`config.mk`:
```
export PLATFORM = sky130hd
export DESIGN_NAME = fir_seq_ctrl_flat
export DESIGN_NICKNAME = d
export VERILOG_FILES = /design/src/rtl/fir_seq_ctrl_if.sv /design/src/rtl/fir_seq_ctrl.sv /design/src/flat_wrapper.sv
export SDC_FILE = /design/constraint.sdc
export NUM_CORES = 1
export LEC_CHECK = 0
export ABC_AREA = 0
export CELL_PAD_IN_SITES_DETAIL_PLACEMENT = 2
export CELL_PAD_IN_SITES_GLOBAL_PLACEMENT = 2
export CORE_ASPECT_RATIO = 0.8
export CORE_UTILIZATION = 22
export CTS_CLUSTER_DIAMETER = 60
export DETAILED_ROUTE_END_ITERATION = 12
export HOLD_SLACK_MARGIN = 0.03
export PLACE_DENSITY = 0.8
export SYNTH_ARGS = -nofsm -noshare
export SYNTH_HDL_FRONTEND = slang
export SYNTH_SLANG_ARGS = --single-unit
```
`constraint.sdc`:
```
create_clock -name clock -period 4.35 [get_ports clock]
set_input_delay 1.0875 -clock clock [delete_from_list [all_inputs] [get_ports clock]]
set_output_delay 1.0875 -clock clock [all_outputs]
set_load 0.1 [all_outputs]
```
`src/rtl/fir_seq_ctrl_if.sv`:
```
// Stream and accelerator-port bundle for fir_seq_ctrl.
// The sequencer takes the master view; the host/accelerator side takes the slave view.
interface fir_seq_ctrl_if #(
   parameter int XLEN  = 32,
   parameter int IDX_W = 3
);
   logic             cfg_valid;
   logic             cfg_ready;
   logic [IDX_W-1:0] cfg_idx;
   logic [XLEN-1:0]  cfg_coef;
   logic             in_valid;
   logic             in_ready;
   logic [XLEN-1:0]  in_data;
   logic             out_valid;
   logic             out_ready;
   logic [XLEN-1:0]  out_data;
   logic             acc_valid;
   logic [31:0]      acc_insn;
   logic [XLEN-1:0]  acc_rs1;
   logic [XLEN-1:0]  acc_rs2;
   logic [XLEN-1:0]  acc_rd;

   modport master (
      input  cfg_valid, cfg_idx, cfg_coef, in_valid, in_data, out_ready, acc_rd,
      output cfg_ready, in_ready, out_valid, out_data, acc_valid, acc_insn, acc_rs1, acc_rs2
   );

   modport slave (
      output cfg_valid, cfg_idx, cfg_coef, in_valid, in_data, out_ready, acc_rd,
      input  cfg_ready, in_ready, out_valid, out_data, acc_valid, acc_insn, acc_rs1, acc_rs2
   );
endinterface

```
`src/rtl/fir_seq_ctrl.sv`:
```
// Sequencer turning coefficient/sample streams into timed COEF/PUSH/READ accelerator ops.
// One sample in flight; the result is returned on the out stream.
module fir_seq_ctrl #(
   parameter int XLEN    = 32,
   parameter int TAPS    = 5,
   parameter int IDX_W   = 3,
   parameter int GAP_CYC = 1,
   parameter int RD_LAT  = 1,
   parameter int OP_COEF = 11,
   parameter int OP_PUSH = 43,
   parameter int OP_READ = 91,
   parameter int CNT_W   = 16
) (
   input  logic             clock,
   input  logic             reset,
   fir_seq_ctrl_if.master   bus,
   output logic             busy,
   output logic             cfg_err,
   output logic [CNT_W-1:0] sample_cnt
);

   typedef enum logic [2:0] {IDLE, COEF, PUSH, GAP, READ, OUT} state_t;

   state_t           r_state, w_nxt;
   logic [3:0]       r_gap_cnt;
   logic [2:0]       r_rd_cnt;
   logic             r_acc_valid, w_acc_valid;
   logic [31:0]      r_acc_insn, w_acc_insn;
   logic [XLEN-1:0]  r_acc_rs1, w_acc_rs1;
   logic [XLEN-1:0]  r_acc_rs2, w_acc_rs2;
   logic             r_out_valid;
   logic [XLEN-1:0]  r_out_data;
   logic             r_cfg_err;
   logic [CNT_W-1:0] r_sample_cnt;
   logic             w_idx_ok, w_cfg_bad, w_rd_last, w_out_hs;

   assign w_idx_ok  = int'(bus.cfg_idx) < TAPS;
   assign w_cfg_bad = (r_state == IDLE) && bus.cfg_valid && !w_idx_ok;
   assign w_rd_last = (r_state == READ) && (r_rd_cnt == 3'd0);
   assign w_out_hs  = (r_state == OUT) && bus.out_ready;

   always_ff @(posedge clock or posedge reset) begin
      if (reset) r_state <= IDLE;
      else       r_state <= w_nxt;
   end

   // acc_* are registered, so the op for the next state is decoded here and flopped.
   always_comb begin
      w_nxt         = r_state;
      w_acc_valid   = 1'b0;
      w_acc_insn    = '0;
      w_acc_rs1     = '0;
      w_acc_rs2     = '0;
      bus.cfg_ready = 1'b0;
      bus.in_ready  = 1'b0;
      case (r_state)
         IDLE: begin
            bus.cfg_ready = 1'b1;
            bus.in_ready  = !bus.cfg_valid;
            if (bus.cfg_valid) begin
               if (w_idx_ok) begin
                  w_nxt       = COEF;
                  w_acc_valid = 1'b1;
                  w_acc_insn  = 32'(OP_COEF);
                  w_acc_rs1   = bus.cfg_coef;
                  w_acc_rs2   = XLEN'(bus.cfg_idx);
               end
            end else if (bus.in_valid) begin
               w_nxt       = PUSH;
               w_acc_valid = 1'b1;
               w_acc_insn  = 32'(OP_PUSH);
               w_acc_rs1   = bus.in_data;
            end
         end
         COEF: w_nxt = IDLE;
         PUSH: begin
            if (GAP_CYC == 0) begin
               w_nxt       = READ;
               w_acc_valid = 1'b1;
               w_acc_insn  = 32'(OP_READ);
            end else begin
               w_nxt = GAP;
            end
         end
         GAP: begin
            if (r_gap_cnt == 4'd0) begin
               w_nxt       = READ;
               w_acc_valid = 1'b1;
               w_acc_insn  = 32'(OP_READ);
            end
         end
         READ: begin
            if (r_rd_cnt == 3'd0) begin
               w_nxt = OUT;
            end else begin
               w_acc_valid = 1'b1;
               w_acc_insn  = 32'(OP_READ);
            end
         end
         OUT:     if (bus.out_ready) w_nxt = IDLE;
         default: w_nxt = IDLE;
      endcase
   end

   always_ff @(posedge clock or posedge reset) begin
      if (reset) begin
         r_acc_valid  <= 1'b0;
         r_acc_insn   <= '0;
         r_acc_rs1    <= '0;
         r_acc_rs2    <= '0;
         r_gap_cnt    <= '0;
         r_rd_cnt     <= '0;
         r_out_valid  <= 1'b0;
         r_out_data   <= '0;
         r_cfg_err    <= 1'b0;
         r_sample_cnt <= '0;
      end else begin
         r_acc_valid <= w_acc_valid;
         r_acc_insn  <= w_acc_insn;
         r_acc_rs1   <= w_acc_rs1;
         r_acc_rs2   <= w_acc_rs2;
         // Counters preload while outside their state and count down inside it.
         if (r_state != GAP)          r_gap_cnt <= 4'(GAP_CYC - 1);
         else                         r_gap_cnt <= r_gap_cnt - 4'd1;
         if (r_state != READ)         r_rd_cnt  <= 3'(RD_LAT);
         else if (r_rd_cnt != 3'd0)   r_rd_cnt  <= r_rd_cnt - 3'd1;
         if (w_rd_last) begin
            r_out_valid <= 1'b1;
            r_out_data  <= bus.acc_rd;
         end else if (w_out_hs) begin
            r_out_valid  <= 1'b0;
            r_sample_cnt <= r_sample_cnt + CNT_W'(1);
         end
         if (w_cfg_bad) r_cfg_err <= 1'b1;
      end
   end

   assign bus.acc_valid = r_acc_valid;
   assign bus.acc_insn  = r_acc_insn;
   assign bus.acc_rs1   = r_acc_rs1;
   assign bus.acc_rs2   = r_acc_rs2;
   assign bus.out_valid = r_out_valid;
   assign bus.out_data  = r_out_data;
   assign busy          = (r_state != IDLE);
   assign cfg_err       = r_cfg_err;
   assign sample_cnt    = r_sample_cnt;

endmodule

```
`src/flat_wrapper.sv`:
```
// flat-port wrapper written by rule: the top's interface ports become plain ports
module fir_seq_ctrl_flat 
#(
   parameter int XLEN    = 32,
   parameter int TAPS    = 5,
   parameter int IDX_W   = 3,
   parameter int GAP_CYC = 1,
   parameter int RD_LAT  = 1,
   parameter int OP_COEF = 11,
   parameter int OP_PUSH = 43,
   parameter int OP_READ = 91,
   parameter int CNT_W   = 16
)
  (clock, reset, busy, cfg_err, sample_cnt, bus_cfg_valid, bus_cfg_idx, bus_cfg_coef, bus_in_valid, bus_in_data, bus_out_ready, bus_acc_rd, bus_cfg_ready, bus_in_ready, bus_out_valid, bus_out_data, bus_acc_valid, bus_acc_insn, bus_acc_rs1, bus_acc_rs2);
  fir_seq_ctrl_if #(.XLEN(XLEN), .IDX_W(IDX_W)) bus_i ();
  input  logic clock;
  input  logic reset;
  output logic busy;
  output logic cfg_err;
  output logic [CNT_W-1:0] sample_cnt;
  input wire logic [$bits(bus_i.cfg_valid)-1:0] bus_cfg_valid;
  input wire logic [$bits(bus_i.cfg_idx)-1:0] bus_cfg_idx;
  input wire logic [$bits(bus_i.cfg_coef)-1:0] bus_cfg_coef;
  input wire logic [$bits(bus_i.in_valid)-1:0] bus_in_valid;
  input wire logic [$bits(bus_i.in_data)-1:0] bus_in_data;
  input wire logic [$bits(bus_i.out_ready)-1:0] bus_out_ready;
  input wire logic [$bits(bus_i.acc_rd)-1:0] bus_acc_rd;
  output wire logic [$bits(bus_i.cfg_ready)-1:0] bus_cfg_ready;
  output wire logic [$bits(bus_i.in_ready)-1:0] bus_in_ready;
  output wire logic [$bits(bus_i.out_valid)-1:0] bus_out_valid;
  output wire logic [$bits(bus_i.out_data)-1:0] bus_out_data;
  output wire logic [$bits(bus_i.acc_valid)-1:0] bus_acc_valid;
  output wire logic [$bits(bus_i.acc_insn)-1:0] bus_acc_insn;
  output wire logic [$bits(bus_i.acc_rs1)-1:0] bus_acc_rs1;
  output wire logic [$bits(bus_i.acc_rs2)-1:0] bus_acc_rs2;
  assign bus_i.cfg_valid = bus_cfg_valid;
  assign bus_i.cfg_idx = bus_cfg_idx;
  assign bus_i.cfg_coef = bus_cfg_coef;
  assign bus_i.in_valid = bus_in_valid;
  assign bus_i.in_data = bus_in_data;
  assign bus_i.out_ready = bus_out_ready;
  assign bus_i.acc_rd = bus_acc_rd;
  assign bus_cfg_ready = bus_i.cfg_ready;
  assign bus_in_ready = bus_i.in_ready;
  assign bus_out_valid = bus_i.out_valid;
  assign bus_out_data = bus_i.out_data;
  assign bus_acc_valid = bus_i.acc_valid;
  assign bus_acc_insn = bus_i.acc_insn;
  assign bus_acc_rs1 = bus_i.acc_rs1;
  assign bus_acc_rs2 = bus_i.acc_rs2;
  fir_seq_ctrl #(.XLEN(XLEN), .TAPS(TAPS), .IDX_W(IDX_W), .GAP_CYC(GAP_CYC), .RD_LAT(RD_LAT), .OP_COEF(OP_COEF), .OP_PUSH(OP_PUSH), .OP_READ(OP_READ), .CNT_W(CNT_W)) u_core (.clock(clock), .reset(reset), .bus(bus_i), .busy(busy), .cfg_err(cfg_err), .sample_cnt(sample_cnt));
endmodule
```
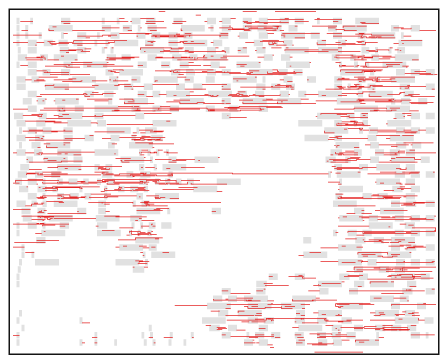
met1.png
Cells faint in the background.
- nets with wire on the layer: 529
- wire length on this layer: 5070 um
- share of all routed wire: 40%
- longest straight run: 60.7 um

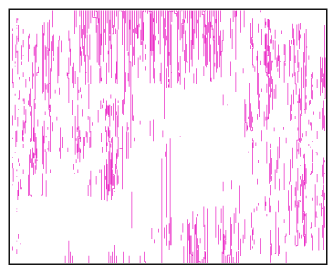
met2.png
- main direction: vertical
- longest straight run: 53.7 um
- nets with wire on the layer: 609
- wire length on this layer: 6470 um

registers in the layout, indices dropped and copies added, names as in the netlist:
| name | count |
|---|---|
| u_core.r_gap_cnt | 4 |
| u_core.bus.acc_insn | 3 |
| u_core.r_state | 3 |
| u_core.r_rd_cnt | 3 |
| u_core.cfg_err | 1 |
| u_core.bus.acc_rs1 | 32 |
| u_core.bus.out_data | 32 |
| u_core.bus.out_valid | 1 |
| u_core.sample_cnt | 16 |
| u_core.bus.acc_rs2 | 3 |
cell families after synthesis:
group,after synthesis,synth area share
flip-flops,98,0.563
buffers and inverters,86,0.139
AND/OR/NAND/NOR,56,0.0701
AND-OR/OR-AND,45,0.0908
multiplexers,33,0.0853
XOR/XNOR,18,0.0362
adder cells (fa/ha/maj),5,0.0144
other,1,0.000861
power by group through the flow:
stage                     sequential [mW]  clock, mW  combinational (mW)
after CTS                            1.35      0.819                3.48
after floorplan                      3.15          0               0.952
after detailed placement             1.37          0                3.47
after global placement               1.34          0                3.42
after global routing                 1.38      0.845                3.55
final                                1.34      0.780                3.45
worst max-delay path, stage by stage, from the launching register on:
cell and delay (ns):
sky130_fd_sc_hd__dfrtp_1 0.48, sky130_fd_sc_hd__or3_4 0.48, sky130_fd_sc_hd__clkdlybuf4s50_1 1.02
routing by layer:
layer,track usage,share of wire,up-vias
met5,0,0,-
met4,0.0396,0.014,0
met3,0.0401,0.072,12
met2,0.221,0.51,140
met1,0.143,0.40,1538
li1,-,-,1429
area by class of cell:
cell class / count / area [um2] / share of cell area
clock buffers: 9 / 225 / 0.0342
clock inverters: 7 / 58.8 / 0.00892
inverters: 8 / 35.0 / 0.00531
multi-input cells: 212 / 1500 / 0.227
flip-flops and latches: 98 / 2450 / 0.372
well taps: 258 / 323 / 0.0490
repair buffers: 201 / 2000 / 0.303
==> git commit body <==
Update PnR metrics after Yosys + OpenROAD run

- Final setup skew: 0.00807 ns
* DP Cell Count: 777
* Final-report setup violation count: 0
- Run status: finished clean
* Mapped cell area: 4360 um2
* Ant diodes: 0
* Place WS: 0.955 ns
* Startpoint of the most critical hold path: u_core.r_gap_cnt[0]$_DFF_PP0_
- Number of buffers on the longest clock path: 2
- In the log, the iteration count for the first detailed-route pass is 3.
- Register area share after synthesis: 0.563
- Of the available clock period, the critical path in the final layout requires 0.787.
* Top FF cell, synth: sky130_fd_sc_hd__dfrtp_1
- Routed Antenna Nets: 0
* Reg-to-reg critical path startpoint: u_core.r_state[2]$_DFFE_PP0P_
* Time the final worst path needs with I/O delays and setup: 3.42 ns
- Entering global routing, the biggest net connects 79 pins.
- The final layout contains 639 nets.
- The routed design shows a via density per instance of 3.93.
- Of the total power, combinational logic draws 0.619.
- Violation count after the first detailed-route iteration: 87
- Final number of hold-violating endpoints: 0
- STA classifies the critical path startpoint as a flop.
- Overall power consumption after layout is estimated at 5.57 mW.
- Library cells used by synthesis: 43
- After synthesis, the mean cell area works out to 12.7 um2.
- Number of resized instances in the post-cts repair step: 0
- Library cell with the largest summed area after synthesis: sky130_fd_sc_hd__dfrtp_1
* Static leakage: 2.84 nW
- Setup repair after global routing left no endpoint under its margin.
- Warnings raised by the tools during the run amount to 27.
* Final Hold Slack: 0.472 ns
- Most common logic cells in the final layout: sky130_fd_sc_hd__clkdlybuf4s50_1, sky130_fd_sc_hd__dfrtp_1, sky130_fd_sc_hd__conb_1
- Biggest area contributors in the synthesized netlist: sky130_fd_sc_hd__dfrtp_1, sky130_fd_sc_hd__buf_4, sky130_fd_sc_hd__mux2_2, sky130_fd_sc_hd__a22o_2, sky130_fd_sc_hd__xnor2_1
- During synthesis, Yosys emitted a total of 0 warnings.
* Endpoint arrival time on the critical path: 2.33 ns
- The flow reports an fmax of 0.292 GHz.
* Portion of total power attributed to the clock network: 0.140
- The via count of the first global-routing pass is 3495.
* Final non-filler cell area: 6590 um2
- In the power breakdown, the internal column shows 2.37 mW.
- Overall die width: 159 um
* Die boundary height: 128 um
- Counting every sink on the clock net gives 98.
- Number of antenna violations at the first check in global routing: 0
* Share of cells above drive strength 1: 0.157
- For this design, the CTS-stage hold fixing added 0 buffers.
* Wire length of the first global-routing pass: 19800 um
* Sink of the worst hold path: u_core.r_gap_cnt[0]$_DFF_PP0_
* Total clock buffers created by CTS: 9
- DRC: 0
- Total Die Area: 20400 um2
* Number of H-tree branching levels: 3
- Port Buffers: 198
* Final weighted congestion of routability-driven global placement: 0.775
- The most common logic cell in the final layout is sky130_fd_sc_hd__clkdlybuf4s50_1.
* Routed wirelength normalized by instance count: 15.9 um
- The tree is rooted in a sky130_fd_sc_hd__clkbuf_16.
* Post-CTS setup-driven buffer insertion count: 0
- The cell count after synthesis came out at 342.
* Switching share of power: 0.575
* Post-synthesis cell type with the largest instance count: sky130_fd_sc_hd__dfrtp_1
* Worst IR drop on VDD: 467 uV
- Pwr dens: 845 nW/um2
- Required time at the endpoint of the critical path: 3.26 ns
- Capturing element of the worst setup path: busy
* Area figure in the yosys stat output: 4360 um2
- For this run, the total global-route usage over all layers was measured as 0.125.
- Once detailed placement completed, the half-perimeter wirelength came to 9870 um.
* Setup slack on the worst flop-to-flop path: 1.94 ns
- Layout filler cell count: 2047
- In this run the layout overhead on the synthesized area is reported as 51.4%.
* Share of total power in sequential cells: 0.241
* Sort of element at the end of the critical path: output port
- In this run the worst setup path begins at u_core.r_state[2]$_DFFE_PP0P_.
* Asr flop ratio synth: 1.00
- Number of cell instances after yosys synthesis: 342
- Capture instance of the worst register-to-register path: u_core.bus.acc_rs1[27]$_DFF_PP0_
- Actual slew at the worst max-slew pin: 1.25 ns
- Total length of routed wires: 12600 um
- Total number of vias: 3119
- Across all checked pins, the minimum headroom to the slew limit is 0.166.
- Worst min-delay path class: flop to flop
- Non-filler instance count after layout: 793
- Layout Utilization: 0.343
Power figures rest on the tool's default switching activity, not on a simulated workload.
